File: config.mk
export PLATFORM = sky130hd
export DESIGN_NAME = rv32_wb_arbiter_flat
export DESIGN_NICKNAME = d
export VERILOG_FILES = /design/src/rtl/rv32_wb_arbiter_if.sv /design/src/rtl/rv32_wb_arbiter.sv /design/src/flat_wrapper.sv
export SDC_FILE = /design/constraint.sdc
export NUM_CORES = 1
export LEC_CHECK = 0
export CAP_MARGIN = 20
export CORE_ASPECT_RATIO = 0.75
export CORE_UTILIZATION = 40
export CTS_CLUSTER_DIAMETER = 100
export CTS_CLUSTER_SIZE = 28
export DETAILED_ROUTE_END_ITERATION = 7
export PLACE_DENSITY = 0.69
export SLEW_MARGIN = 20
export SYNTH_ARGS = -nofsm -noshare
export SYNTH_HDL_FRONTEND = slang
export SYNTH_SLANG_ARGS = --single-unit
File: constraint.sdc
create_clock -name clk_i -period 7.1 [get_ports clk_i]
set_input_delay 1.42 -clock clk_i [delete_from_list [all_inputs] [get_ports clk_i]]
set_output_delay 1.42 -clock clk_i [all_outputs]
set_load 0.05 [all_outputs]
File: src/rtl/rv32_wb_arbiter_if.sv
// rtl/rv32_wb_arbiter_if.sv - register-file write-port arbitration bus (pipe, mul/div, FPU, writeback)
interface rv32_wb_arbiter_if #(
    parameter int XLEN = 32
);
    logic            pipe_valid_i;
    logic [4:0]      pipe_rd_i;
    logic [XLEN-1:0] pipe_result_i;
    logic            pipe_stall_o;

    logic            md_valid_i;
    logic [4:0]      md_rd_i;
    logic [XLEN-1:0] md_result_i;
    logic            md_ready_o;

    logic            fpu_valid_i;
    logic [4:0]      fpu_rd_i;
    logic [XLEN-1:0] fpu_result_i;
    logic            fpu_ready_o;

    logic            wb_en_o;
    logic [4:0]      wb_rd_o;
    logic [XLEN-1:0] wb_data_o;
    logic [1:0]      wb_src_o;

    // Producer / consumer side
    modport master (
        output pipe_valid_i, pipe_rd_i, pipe_result_i,
        input  pipe_stall_o,
        output md_valid_i, md_rd_i, md_result_i,
        input  md_ready_o,
        output fpu_valid_i, fpu_rd_i, fpu_result_i,
        input  fpu_ready_o,
        input  wb_en_o, wb_rd_o, wb_data_o, wb_src_o
    );

    // Arbiter side
    modport slave (
        input  pipe_valid_i, pipe_rd_i, pipe_result_i,
        output pipe_stall_o,
        input  md_valid_i, md_rd_i, md_result_i,
        output md_ready_o,
        input  fpu_valid_i, fpu_rd_i, fpu_result_i,
        output fpu_ready_o,
        output wb_en_o, wb_rd_o, wb_data_o, wb_src_o
    );
endinterface

File: src/rtl/rv32_wb_arbiter.sv
// rtl/rv32_wb_arbiter.sv - regfile write-port arbiter: pipe vs held mul/div and FPU results
// Optional stall counter output perf_stall_cnt_o under RV32_WB_ARB_PERF_EN.
module rv32_wb_arbiter #(
    parameter int STARVE_LIMIT = 4,
    parameter int XLEN         = 32
) (
    input  logic                clk_i,
    input  logic                rst_ni,
    rv32_wb_arbiter_if.slave    bus
`ifdef RV32_WB_ARB_PERF_EN
    ,
    output logic [31:0]         perf_stall_cnt_o
`endif
);
    localparam int CNT_W = $clog2(STARVE_LIMIT + 1);
    localparam logic [CNT_W-1:0] LIMIT = CNT_W'(STARVE_LIMIT);

    typedef enum logic [1:0] {
        SRC_PIPE = 2'b00,
        SRC_MD   = 2'b01,
        SRC_FPU  = 2'b10,
        SRC_NONE = 2'b11
    } src_e;

    logic            md_hold_valid;
    logic [4:0]      md_hold_rd;
    logic [XLEN-1:0] md_hold_data;
    logic [CNT_W-1:0] md_starve;

    logic            fpu_hold_valid;
    logic [4:0]      fpu_hold_rd;
    logic [XLEN-1:0] fpu_hold_data;
    logic [CNT_W-1:0] fpu_starve;

    logic            rr_fpu;
    src_e            grant;
    logic            md_starved;
    logic            fpu_starved;
    logic            md_accept;
    logic            fpu_accept;
    logic [4:0]      sel_rd;
    logic [XLEN-1:0] sel_data;

    assign md_starved  = md_hold_valid  && (md_starve  == LIMIT);
    assign fpu_starved = fpu_hold_valid && (fpu_starve == LIMIT);
    assign md_accept   = bus.md_valid_i  && !md_hold_valid;
    assign fpu_accept  = bus.fpu_valid_i && !fpu_hold_valid;

    // Ready depends only on hold occupancy, never on this cycle's grant.
    assign bus.md_ready_o   = ~md_hold_valid;
    assign bus.fpu_ready_o  = ~fpu_hold_valid;
    assign bus.pipe_stall_o = bus.pipe_valid_i && (grant != SRC_PIPE);

    always_comb begin
        grant = SRC_NONE;
        if (md_starved && fpu_starved) begin
            grant = rr_fpu ? SRC_FPU : SRC_MD;
        end else if (md_starved) begin
            grant = SRC_MD;
        end else if (fpu_starved) begin
            grant = SRC_FPU;
        end else if (bus.pipe_valid_i) begin
            grant = SRC_PIPE;
        end else if (md_hold_valid && fpu_hold_valid) begin
            grant = rr_fpu ? SRC_FPU : SRC_MD;
        end else if (md_hold_valid) begin
            grant = SRC_MD;
        end else if (fpu_hold_valid) begin
            grant = SRC_FPU;
        end
    end

    always_comb begin
        sel_rd   = bus.pipe_rd_i;
        sel_data = bus.pipe_result_i;
        case (grant)
            SRC_MD: begin
                sel_rd   = md_hold_rd;
                sel_data = md_hold_data;
            end
            SRC_FPU: begin
                sel_rd   = fpu_hold_rd;
                sel_data = fpu_hold_data;
            end
            default: ;
        endcase
    end

    always_ff @(posedge clk_i) begin
        if (!rst_ni) begin
            md_hold_valid  <= 1'b0;
            md_hold_rd     <= '0;
            md_hold_data   <= '0;
            md_starve      <= '0;
            fpu_hold_valid <= 1'b0;
            fpu_hold_rd    <= '0;
            fpu_hold_data  <= '0;
            fpu_starve     <= '0;
            rr_fpu         <= 1'b0;
        end else begin
            if (grant == SRC_MD) begin
                md_hold_valid <= 1'b0;
            end else if (md_accept) begin
                md_hold_valid <= 1'b1;
                md_hold_rd    <= bus.md_rd_i;
                md_hold_data  <= bus.md_result_i;
            end
            if (grant == SRC_FPU) begin
                fpu_hold_valid <= 1'b0;
            end else if (fpu_accept) begin
                fpu_hold_valid <= 1'b1;
                fpu_hold_rd    <= bus.fpu_rd_i;
                fpu_hold_data  <= bus.fpu_result_i;
            end

            if (!md_hold_valid || grant == SRC_MD) begin
                md_starve <= '0;
            end else if (md_starve != LIMIT) begin
                md_starve <= md_starve + CNT_W'(1);
            end
            if (!fpu_hold_valid || grant == SRC_FPU) begin
                fpu_starve <= '0;
            end else if (fpu_starve != LIMIT) begin
                fpu_starve <= fpu_starve + CNT_W'(1);
            end

            // Round-robin pointer only moves on unit grants.
            if (grant == SRC_MD) begin
                rr_fpu <= 1'b1;
            end else if (grant == SRC_FPU) begin
                rr_fpu <= 1'b0;
            end
        end
    end

    always_ff @(posedge clk_i) begin
        if (!rst_ni) begin
            bus.wb_en_o   <= 1'b0;
            bus.wb_rd_o   <= '0;
            bus.wb_data_o <= '0;
            bus.wb_src_o  <= 2'b00;
        end else if (grant != SRC_NONE) begin
            bus.wb_en_o   <= (sel_rd != 5'd0);
            bus.wb_rd_o   <= sel_rd;
            bus.wb_data_o <= sel_data;
            bus.wb_src_o  <= grant;
        end else begin
            bus.wb_en_o   <= 1'b0;
        end
    end

`ifdef RV32_WB_ARB_PERF_EN
    always_ff @(posedge clk_i) begin
        if (!rst_ni) begin
            perf_stall_cnt_o <= '0;
        end else if (bus.pipe_stall_o && (perf_stall_cnt_o != 32'hFFFF_FFFF)) begin
            perf_stall_cnt_o <= perf_stall_cnt_o + 32'd1;
        end
    end
`endif

endmodule

File: src/flat_wrapper.sv
// flat-port wrapper written by rule: the top's interface ports become plain ports
module rv32_wb_arbiter_flat 
#(
    parameter int STARVE_LIMIT = 4,
    parameter int XLEN         = 32
)
  (clk_i, rst_ni, bus_pipe_valid_i, bus_pipe_rd_i, bus_pipe_result_i, bus_pipe_stall_o, bus_md_valid_i, bus_md_rd_i, bus_md_result_i, bus_md_ready_o, bus_fpu_valid_i, bus_fpu_rd_i, bus_fpu_result_i, bus_fpu_ready_o, bus_wb_en_o, bus_wb_rd_o, bus_wb_data_o, bus_wb_src_o);
  rv32_wb_arbiter_if #(.XLEN(XLEN)) bus_i ();
  input  logic clk_i;
  input  logic rst_ni;
  input wire logic [$bits(bus_i.pipe_valid_i)-1:0] bus_pipe_valid_i;
  input wire logic [$bits(bus_i.pipe_rd_i)-1:0] bus_pipe_rd_i;
  input wire logic [$bits(bus_i.pipe_result_i)-1:0] bus_pipe_result_i;
  output wire logic [$bits(bus_i.pipe_stall_o)-1:0] bus_pipe_stall_o;
  input wire logic [$bits(bus_i.md_valid_i)-1:0] bus_md_valid_i;
  input wire logic [$bits(bus_i.md_rd_i)-1:0] bus_md_rd_i;
  input wire logic [$bits(bus_i.md_result_i)-1:0] bus_md_result_i;
  output wire logic [$bits(bus_i.md_ready_o)-1:0] bus_md_ready_o;
  input wire logic [$bits(bus_i.fpu_valid_i)-1:0] bus_fpu_valid_i;
  input wire logic [$bits(bus_i.fpu_rd_i)-1:0] bus_fpu_rd_i;
  input wire logic [$bits(bus_i.fpu_result_i)-1:0] bus_fpu_result_i;
  output wire logic [$bits(bus_i.fpu_ready_o)-1:0] bus_fpu_ready_o;
  output wire logic [$bits(bus_i.wb_en_o)-1:0] bus_wb_en_o;
  output wire logic [$bits(bus_i.wb_rd_o)-1:0] bus_wb_rd_o;
  output wire logic [$bits(bus_i.wb_data_o)-1:0] bus_wb_data_o;
  output wire logic [$bits(bus_i.wb_src_o)-1:0] bus_wb_src_o;
  assign bus_i.pipe_valid_i = bus_pipe_valid_i;
  assign bus_i.pipe_rd_i = bus_pipe_rd_i;
  assign bus_i.pipe_result_i = bus_pipe_result_i;
  assign bus_pipe_stall_o = bus_i.pipe_stall_o;
  assign bus_i.md_valid_i = bus_md_valid_i;
  assign bus_i.md_rd_i = bus_md_rd_i;
  assign bus_i.md_result_i = bus_md_result_i;
  assign bus_md_ready_o = bus_i.md_ready_o;
  assign bus_i.fpu_valid_i = bus_fpu_valid_i;
  assign bus_i.fpu_rd_i = bus_fpu_rd_i;
  assign bus_i.fpu_result_i = bus_fpu_result_i;
  assign bus_fpu_ready_o = bus_i.fpu_ready_o;
  assign bus_wb_en_o = bus_i.wb_en_o;
  assign bus_wb_rd_o = bus_i.wb_rd_o;
  assign bus_wb_data_o = bus_i.wb_data_o;
  assign bus_wb_src_o = bus_i.wb_src_o;
  rv32_wb_arbiter #(.STARVE_LIMIT(STARVE_LIMIT), .XLEN(XLEN)) u_core (.clk_i(clk_i), .rst_ni(rst_ni), .bus(bus_i));
endmodule
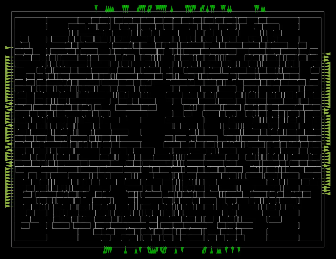
Fig. 1. Cell outlines without signal wires (run 1).
Non-Filler Instances: 937
FFs & Latches: 123
number of filler instances in the final layout: 1162

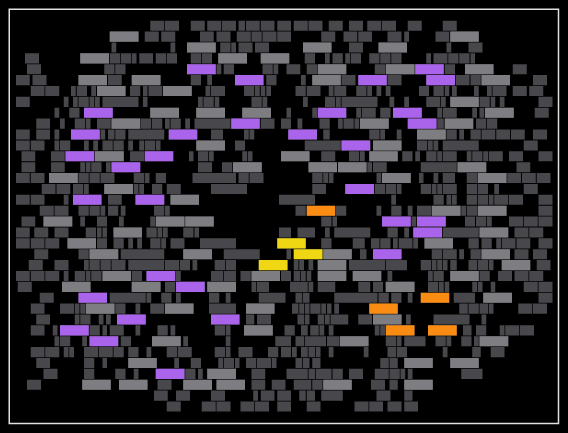
Fig. 2. Sequential cells coloured by netlist name (run 1).
Scale: 4 px per um.
colour	name in the netlist	flops
orange	u_core.fpu_hold_rd	5
purple	u_core.fpu_hold_data	32
yellow	u_core.fpu_starve	3
power of the sequential group: 0.790 mW
share of the core filled with cells: 57.9%

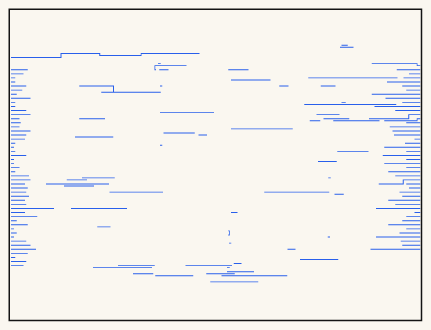
Fig. 3. The metal 3 layer (run 1).
Scale: 3 px per um.
nets with wire on the layer	125
longest straight run	30.4 um
total vias in the final route: 5084
overall routed net length: 16100 um

[run 1: per-stage QoR]
stage,area [um^2],setup slack (ns),util [%],std cells,total power [mW]
5_1_grt,7610,1.84,57.9,937,2.29
4_1_cts,7610,2.00,57.9,937,2.21
2_1_floorplan,5460,2.82,-,625,1.15
3_5_place_dp,7010,2.00,53.3,905,1.34
3_3_place_gp,7010,2.07,53.3,905,1.33
6_report,7610,2.00,57.9,937,2.20
[run 1: cell type report]
cell class	count	area (um^2)	share of cell area [%]
clock buffer	17	425	5.59
inverter	8	30.0	0.395
sequential	123	2460	32.4
timing repair buffer	163	1610	21.2
multi-input combinational	440	2690	35.3
clock inverter	15	176	2.32
tap	171	214	2.81
==> impl.org, run 1 <==
#+TITLE: Synthesis and PnR summary

** Min path
- Hold Path End :: u_core.fpu_hold_data[18]$_SDFFE_PN0P_
- The number of cells on the worst hold path is listed as 2.
- Startpoint of the most critical hold path :: u_core.fpu_hold_data[18]$_SDFFE_PN0P_
- Kind of path behind the tightest hold check :: flip-flop to flip-flop

** Final timing
- Counting I/O delays and the setup requirement, the final critical path takes 5.10 ns.
- For the pin with the worst max-slew slack, the measured transition is 1.08 ns.
- Worst hold slack :: 0.453 ns
- Between clock sinks in the finished design, the worst skew comes to 0.0112 ns.
- For this run, the final setup violation count is recorded as 0.
- Final Hold Fails :: 0
- Setup repair after global routing left no endpoint under its margin.
- Rel. slew slack :: 27.7%
- Highest clock frequency the design can meet :: 0.196 GHz
- Final Max-Slew Violation Tally :: 0
- Total negative slack :: 0 ns

** Worst setup path
- The most critical setup path has its endpoint at bus_pipe_stall_o.
- Critical Path Most Common Cell :: sky130_fd_sc_hd__clkdlybuf4s50_1
- First element of the critical path :: bus_pipe_valid_i
- Largest driver fanout on the critical path :: 5
- Worst reg-to-reg setup slack :: 3.37 ns
- STA classifies the critical path startpoint as an input port.
- Worst R2R Start :: u_core.fpu_starve[0]$_SDFFE_PP0P_
- The worst register-to-register path has a depth of 10.
- Data required time at the worst endpoint :: 5.68 ns
- In this design, the stage delay of the slowest critical-path cell is 0.80 ns.
- R2R Path End :: u_core.bus.wb_rd_o[4]$_SDFFE_PN0N_
- The worst setup path is captured at a primary output.
- Cell Chain, Critical Path :: clkdlybuf4s50_1 > a21o_1 > a211oi_1 > nor3_1 > ha_1 > nor2b_1 > clkdlybuf4s50_1
- Critical path class :: input port to primary output
- Critical Path Slowest Stage Cell :: sky130_fd_sc_hd__clkdlybuf4s50_1
- Stages on worst setup path :: 7
- Data arrives at the worst endpoint at 3.68 ns.
- Cell family contributing the most delay on the critical path :: buffers and inverters
- The number of buffers and inverters on the critical path is 2.

** Cells and area
- The flow measured a signed area growth from synthesis to layout of 39.3%.
- Net count of the finished layout :: 877
- The post-route netlist has 6.40% of its cells at a drive strength greater than 1.
- Leading cell types in the layout, fill and taps excluded :: sky130_fd_sc_hd__nand2_1, sky130_fd_sc_hd__clkdlybuf4s50_1, sky130_fd_sc_hd__dfxtp_1, sky130_fd_sc_hd__a21boi_1
- 0 antenna diodes ended up in the layout.
- Commonest non-fill, non-tap cell in the layout :: sky130_fd_sc_hd__nand2_1
- Largest registers :: u_core.bus.wb_data_o (32), u_core.fpu_hold_data (32), u_core.md_hold_data (32)

** Pwr
- The analysis reports a worst IR drop on VDD of 0.159 mV.
- The flow reports that combinational logic draws 24.3% of the design power.
- The analysis attributes to net switching a power of 0.674 mW.
- Power attributed to combinational cells is 0.536 mW.
- Power density over the cells :: 289 nW/um^2
- The internal power of the cells totals 1.53 mW.
- Clock power frac :: 39.7%
- In this run switching power makes up 30.6% of total power.
- Power attributed to the clock group :: 0.875 mW
- The leakage power in the latest report is 2.78 nW.
- Sequential cells burn 35.9% of the power.
- The largest share of the power goes to the clock network.

** Drt
- Highest Signal Layer :: met4
- Remaining DRCs :: 0
- WL per Instance :: 17.1 um
- Detail Route met3 WL :: 1160 um
- TritonRoute pass-1 iters :: 5
- Per the detail_route report, vias per standard cell equal 5.43.
- The detailed router reports a met2 wire length of 7340 um.
- DRT met1 WL :: 7450 um
- The first routing iteration left 338 violations.

** CTS
- Clock latency on the worst-skew pair, taken at its later pin, is 0.41 ns.
- Counting every sink on the clock net gives 123.
- Number of buffers inserted by hold repair at cts :: 0
- TritonCTS built the clock tree.
- Clock edge transition at the registers on the reported setup and hold paths :: 0.06 ns
- The H-tree was split into 4 levels.
- Setup Buffers After CTS :: 0
- Clock tree root buffer cell :: sky130_fd_sc_hd__clkbuf_16
- TritonCTS created 17 clock buffers.
- Resized cells post-CTS :: 0

** Synth
- Tally of yosys warning messages :: 0
- Post-synthesis net count :: 749
- Instance tally after logic synthesis :: 625
- Dominant cell type by area after synthesis :: sky130_fd_sc_hd__dfxtp_1
- In the post-synthesis netlist, the biggest area contributors are sky130_fd_sc_hd__dfxtp_1, sky130_fd_sc_hd__a21boi_1, sky130_fd_sc_hd__nand2_1, sky130_fd_sc_hd__a221o_1, sky130_fd_sc_hd__o211ai_1.
- Most frequent cell after synthesis :: sky130_fd_sc_hd__nand2_1
- Post-synthesis adder-cell area fraction :: 1.83%
- The cell-mix breakdown from Yosys lists the simple-gate area share as 17.7%.
- In this run, distinct cell masters in the synthesized netlist total 37.
- Yosys shows that the main logic family after synthesis is AND-OR/OR-AND gates.
- Number of enable flip-flop cells :: 0
- For this run, the register share of the synthesized area comes to 45.1%.
- Mapped Area :: 5460 um^2
- Post-synth ARST share :: 0%
- Averaged over all synthesized cells, the footprint is 8.74 um^2.
- Per the synthesis report, the AND-OR/OR-AND share of the synthesized area is 29.1%.
- Total cell area reported by yosys after synthesis :: 5460 um^2
- Dominant synthesized flop cell :: sky130_fd_sc_hd__dfxtp_1
- The synth_stat.txt file lists the number of cells as 625.
- Top cells by count :: sky130_fd_sc_hd__nand2_1, sky130_fd_sc_hd__dfxtp_1, sky130_fd_sc_hd__a21boi_1
- For reference, XOR and XNOR gates occupy 0.321% of the area reported after synthesis.
- Share of the synthesized area in the top cell type :: 45.1%

** Placed design
- Routability congestion estimate from global placement :: 0.836
- The count of buffers added on input and output ports is 158.
- Final HPWL from detailed placement :: 9940 um

** GRT
- Wire length of the first global-routing pass :: 25400 um
- Tot GR Track Use :: 23.5%
- The number of antenna violations at the first check in global routing came to 0.
- Entering global routing, the biggest net connects 120 pins.
- Number of global-route vias before repair :: 4980
- Met1 usage :: 30.6%
- For this run the aggregate overflow at the end of global routing stands at 0.
- On met3, the global router reports a usage of 5.17%.
- Busiest layer in global routing :: met2

** Flow run
- Count of warning messages emitted by the tools :: 33
- Max-cap violations :: 0

** Die
- Die y size :: 103 um
- Die area :: 14100 um^2
- Floorplan die width :: 137 um
- After floorplanning, the core was sized to cover 13200 um^2.
- Placement Rows :: 36
- I/O pins :: 159
- Initial cell density of the core :: 41.5%

** Status
- The run finished with clean final reports.
Fig. 4: run 1, wiring by layer
Scale: 3 px per um. Only two layers are drawn.
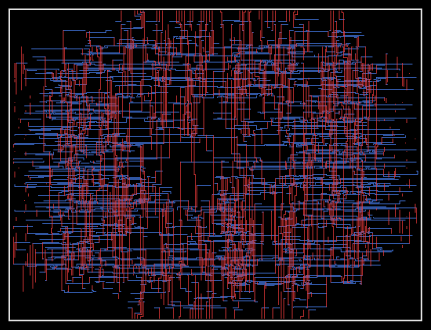

--- run 2 (diff from run 1) ---
--- a/config.mk
+++ b/config.mk
@@ -11,7 +11,7 @@
 export CTS_CLUSTER_DIAMETER = 100
 export CTS_CLUSTER_SIZE = 28
 export DETAILED_ROUTE_END_ITERATION = 7
-export PLACE_DENSITY = 0.69
+export PLACE_DENSITY = 0.72
 export SLEW_MARGIN = 20
 export SYNTH_ARGS = -nofsm -noshare
 export SYNTH_HDL_FRONTEND = slang
==> constraint.sdc (replaced) <==
create_clock -name clk_i -period 4.15 [get_ports clk_i]
set_input_delay 0.83 -clock clk_i [delete_from_list [all_inputs] [get_ports clk_i]]
set_output_delay 0.83 -clock clk_i [all_outputs]
set_load 0.05 [all_outputs]
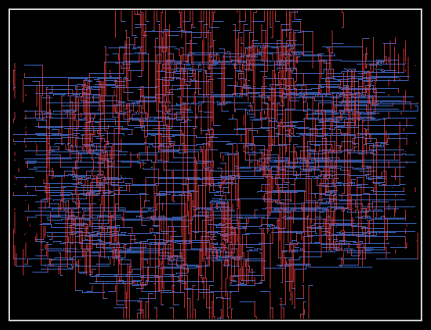
Fig. 5. Wiring by layer (run 2).
Scale: 3 px per um. Only two layers are drawn.
colour	layer	wire length
blue	M1	7030 um
red	M2	7360 um
overall routed net length: 16000 um
total vias in the final route: 5140
Tot GR Track Use: 23.5%

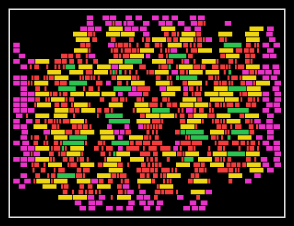
Fig. 6. Placed cells, one colour a class (run 2).
Scale: 2 px per um.
colour	class	cells	share of their area
magenta	remaining buffers and delay cells	174	23%
yellow	registers	123	33%
green	clock drivers and dummy loads	31	7.8%
red	remaining logic cells	448	36%
placeable core area: 13200 um^2
Placement Rows: 36
share of the core filled with cells: 58.4%

==> impl.org, run 2 <==
#+TITLE: Synthesis and PnR summary

** Synth
- In the synthesized netlist, the dominant kind of combinational cell is AND-OR/OR-AND gates.
- Post-synthesis net count :: 749
- Post-synth ARST share :: 0%
- Synthesis inferred 123 register bits.
- XOR/XNOR Fraction of Synth Area :: 0.321%
- Dominant cell type by area after synthesis :: sky130_fd_sc_hd__dfxtp_1
- Cell area leaders :: sky130_fd_sc_hd__dfxtp_1, sky130_fd_sc_hd__a21boi_1, sky130_fd_sc_hd__nand2_1, sky130_fd_sc_hd__a221o_1, sky130_fd_sc_hd__o211ai_1
- The area recorded from the Yosys report for this design is 5460 um^2.
- Count of instantiated cells in the yosys netlist :: 625
- Yosys aoi share :: 29.1%
- Summing all multiplexer cells gives an area fraction of 0.183%.
- Ranked by instance count, the synthesized netlist is headed by sky130_fd_sc_hd__nand2_1, sky130_fd_sc_hd__dfxtp_1, sky130_fd_sc_hd__a21boi_1.
- Dividing the synthesized area by the synthesized cell count gives 8.74 um^2.
- Per Yosys stat, the portion of area used by sequential elements is 45.1%.
- Share of the synthesized area in the top cell type :: 45.1%
- The synthesized netlist devotes 1.83% of its cell area to adder and majority cells.
- After Yosys synthesis, and, or, nand and nor cells account for 17.7% of the synthesized area.
- Before any placement, the netlist area is recorded as 5460 um^2.
- Number of enable flip-flop cells :: 0
- In the synthesized netlist, the number of instances is 625.
- Most frequent cell after synthesis :: sky130_fd_sc_hd__nand2_1
- Tally of yosys warning messages :: 0
- Yosys mapped the design onto 37 distinct sky130hd cell types.
- The commonest register cell is sky130_fd_sc_hd__dfxtp_1.

** Pwr
- For the sequential group, total power comes out at 1.35 mW.
- After layout, the design draws a total of 3.76 mW.
- Relative contribution of sequential cells to total power :: 36.0%
- Internal Dissipation :: 2.65 mW
- Switching power share of the total :: 29.6%
- Of all power groups, the one with the highest power is the clock network.
- Power density over the cells :: 489 nW/um^2
- The worst VDD IR drop from the latest analysis is 0.281 mV.
- Power in combinational cells :: 0.929 mW
- The flow reports power dissipated in the clock network as 1.48 mW.
- The power report attributes to the clock group a share of 39.3%.
- The power report attributes to the combinational group a share of 24.7%.
- Cell leakage power :: 2.84 nW
- The power report puts the net switching power at 1.11 mW.

** Final timing
- The worst path uses 82.3% of the clock period.
- The worst-case max-slew headroom was logged as 54.3%.
- Final setup skew :: 0.00953 ns
- The highest clock rate this design can be run at is 0.293 GHz.
- Worst hold slack :: 0.453 ns
- Worst-Margin Slew :: 0.685 ns
- The final timing report counts setup violations totalling 0.
- RSZ-0062 raised after global routing :: false
- Final Hold Fails :: 0
- Final Max-Slew Violation Tally :: 0
- Summed over all failing endpoints, the final setup total negative slack is 0 ns.
- The smallest clock period supported by the final layout is computed as 3.41 ns.

** Worst setup path
- Timing endpoint of the critical path :: bus_pipe_stall_o
- The slowest stage of the critical path belongs to the cell sky130_fd_sc_hd__clkdlybuf4s50_1.
- Data required time at the worst endpoint :: 3.32 ns
- Cell family contributing the most delay on the critical path :: buffers and inverters
- Largest stage delay on the critical path :: 0.49 ns
- Critical path data arrival time :: 2.58 ns
- Critical Path Source Type :: input port
- Worst R2R Start :: u_core.fpu_starve[0]$_SDFFE_PP0P_
- The critical path maximum fanout is 5.
- Cell Chain, Critical Path :: clkdlybuf4s50_1 > a21o_1 > a211oi_1 > nor3_1 > ha_1 > nor2b_1 > buf_4
- CP Buf/Inv Count :: 2
- Critical path class :: input port to primary output
- Worst reg-to-reg setup slack :: 1.15 ns
- Endpoint class of the critical path :: primary output
- FF-to-FF path depth :: 10
- STA lists the endpoint of the worst register-to-register path as u_core.bus.wb_data_o[18]$_SDFFE_PN0N_.
- First element of the critical path :: bus_pipe_valid_i
- The critical path runs through a total of 7 cells.

** Drt
- TritonRoute pass-1 iters :: 5
- The routed wirelength on the met1 layer is recorded as 7030 um.
- Via density :: 5.43
- Per the detail_route log, met2 wirelength is 7360 um.
- After detailed routing, the met3 layer carries 1270 um of wire.
- Remaining DRCs :: 0
- Per the detail_route log, the uppermost layer with routed signals is met4.
- After detailed routing, the average wire length per cell comes to 16.8 um.
- Iteration-0 DRC Markers :: 247
- Post-DRT Antenna Nets :: 0

** Die
- Initial cell density of the core :: 41.5%
- In this run the vertical extent of the chip is 103 um.
- 159 I/O pins were placed.
- Floorplan die width :: 137 um
- After floorplanning, the die was sized to cover 14100 um^2.

** GRT
- Met1 usage :: 29.5%
- Total overflow reported by the global router :: 0
- Met2 routing resource usage after global routing :: 39.4%
- Entering global routing, the biggest net connects 57 pins.
- After global routing, the most crowded layer is met2.
- Number of global-route vias before repair :: 5029
- Fraction of met3 tracks used by global routing :: 5.90%
- Initial antenna violation count :: 0
- The first global-routing pass estimated 25100 um of wire.

** CTS
- Clock buffer depth :: 2
- Number of buffers inserted by hold repair at cts :: 0
- TritonCTS built the clock tree.
- Per the skew report, the later register of the worst-skew pair sees a clock latency of 0.41 ns.
- Setup Buffers After CTS :: 0
- On the worst setup and hold paths after CTS, the clock-pin slew comes to 0.05 ns.
- Counting every sink on the clock net gives 123.
- The CTS report gives the tree buffer count as 17.
- In this run the number of H-tree levels came out at 4.
- The number of gates resized after CTS was 0.
- Clock tree root buffer cell :: sky130_fd_sc_hd__clkbuf_16

** Cells and area
- In the final layout, the registers with the most flip-flops are u_core.bus.wb_data_o (32), u_core.fpu_hold_data (32), u_core.md_hold_data (32).
- Leading cell types in the layout, fill and taps excluded :: sky130_fd_sc_hd__nand2_1, sky130_fd_sc_hd__clkdlybuf4s50_1, sky130_fd_sc_hd__dfxtp_1, sky130_fd_sc_hd__a21boi_1
- Share of cells above drive strength 1 :: 7.09%
- The final layout contains 888 nets.
- Antenna cell count :: 0
- In this run the layout overhead on the synthesized area is reported as 40.7%.
- Commonest non-fill, non-tap cell in the layout :: sky130_fd_sc_hd__nand2_1

** Status
- Status :: complete, no violations

** Placed design
- Per the gpl log, the routability congestion estimate is 0.856.
- The placement report lists the number of port buffers as 158.
- In the placement report, post-DP HPWL is listed as 10700 um.

** Min path
- The worst hold path belongs to the class flip-flop to flip-flop.
- Per the hold report, the tightest min-delay path originates at u_core.fpu_hold_data[4]$_SDFFE_PN0P_.
- Hold-critical path depth :: 2
- Hold Path End :: u_core.fpu_hold_data[4]$_SDFFE_PN0P_

** Flow run
- In this run the tools logged warnings totalling 31.
- Per the run summary, max-cap violations total 0.
[run 2: final cells by class]
class,count,area [um^2]
Multi-Input combinational cell,440,2690
Sequential cell,123,2460
Clock inverter,8,118
Inverter,8,30.0
Fill cell,1139,5470
Timing Repair Buffer,174,1710
Clock buffer,23,468
Tap cell,171,214
[run 2: through the flow]
stage / instances / util, % / setup slack (ns) / area (um^2)
after floorplan: 625 / - / 1.05 / 5460
after global placement: 916 / 54.0 / 0.696 / 7100
after detailed placement: 916 / 54.0 / 0.541 / 7100
after CTS: 947 / 58.4 / 0.750 / 7690
after global routing: 947 / 58.4 / 0.627 / 7690
final: 947 / 58.4 / 0.736 / 7690
Power and IR drop assume default switching activity.
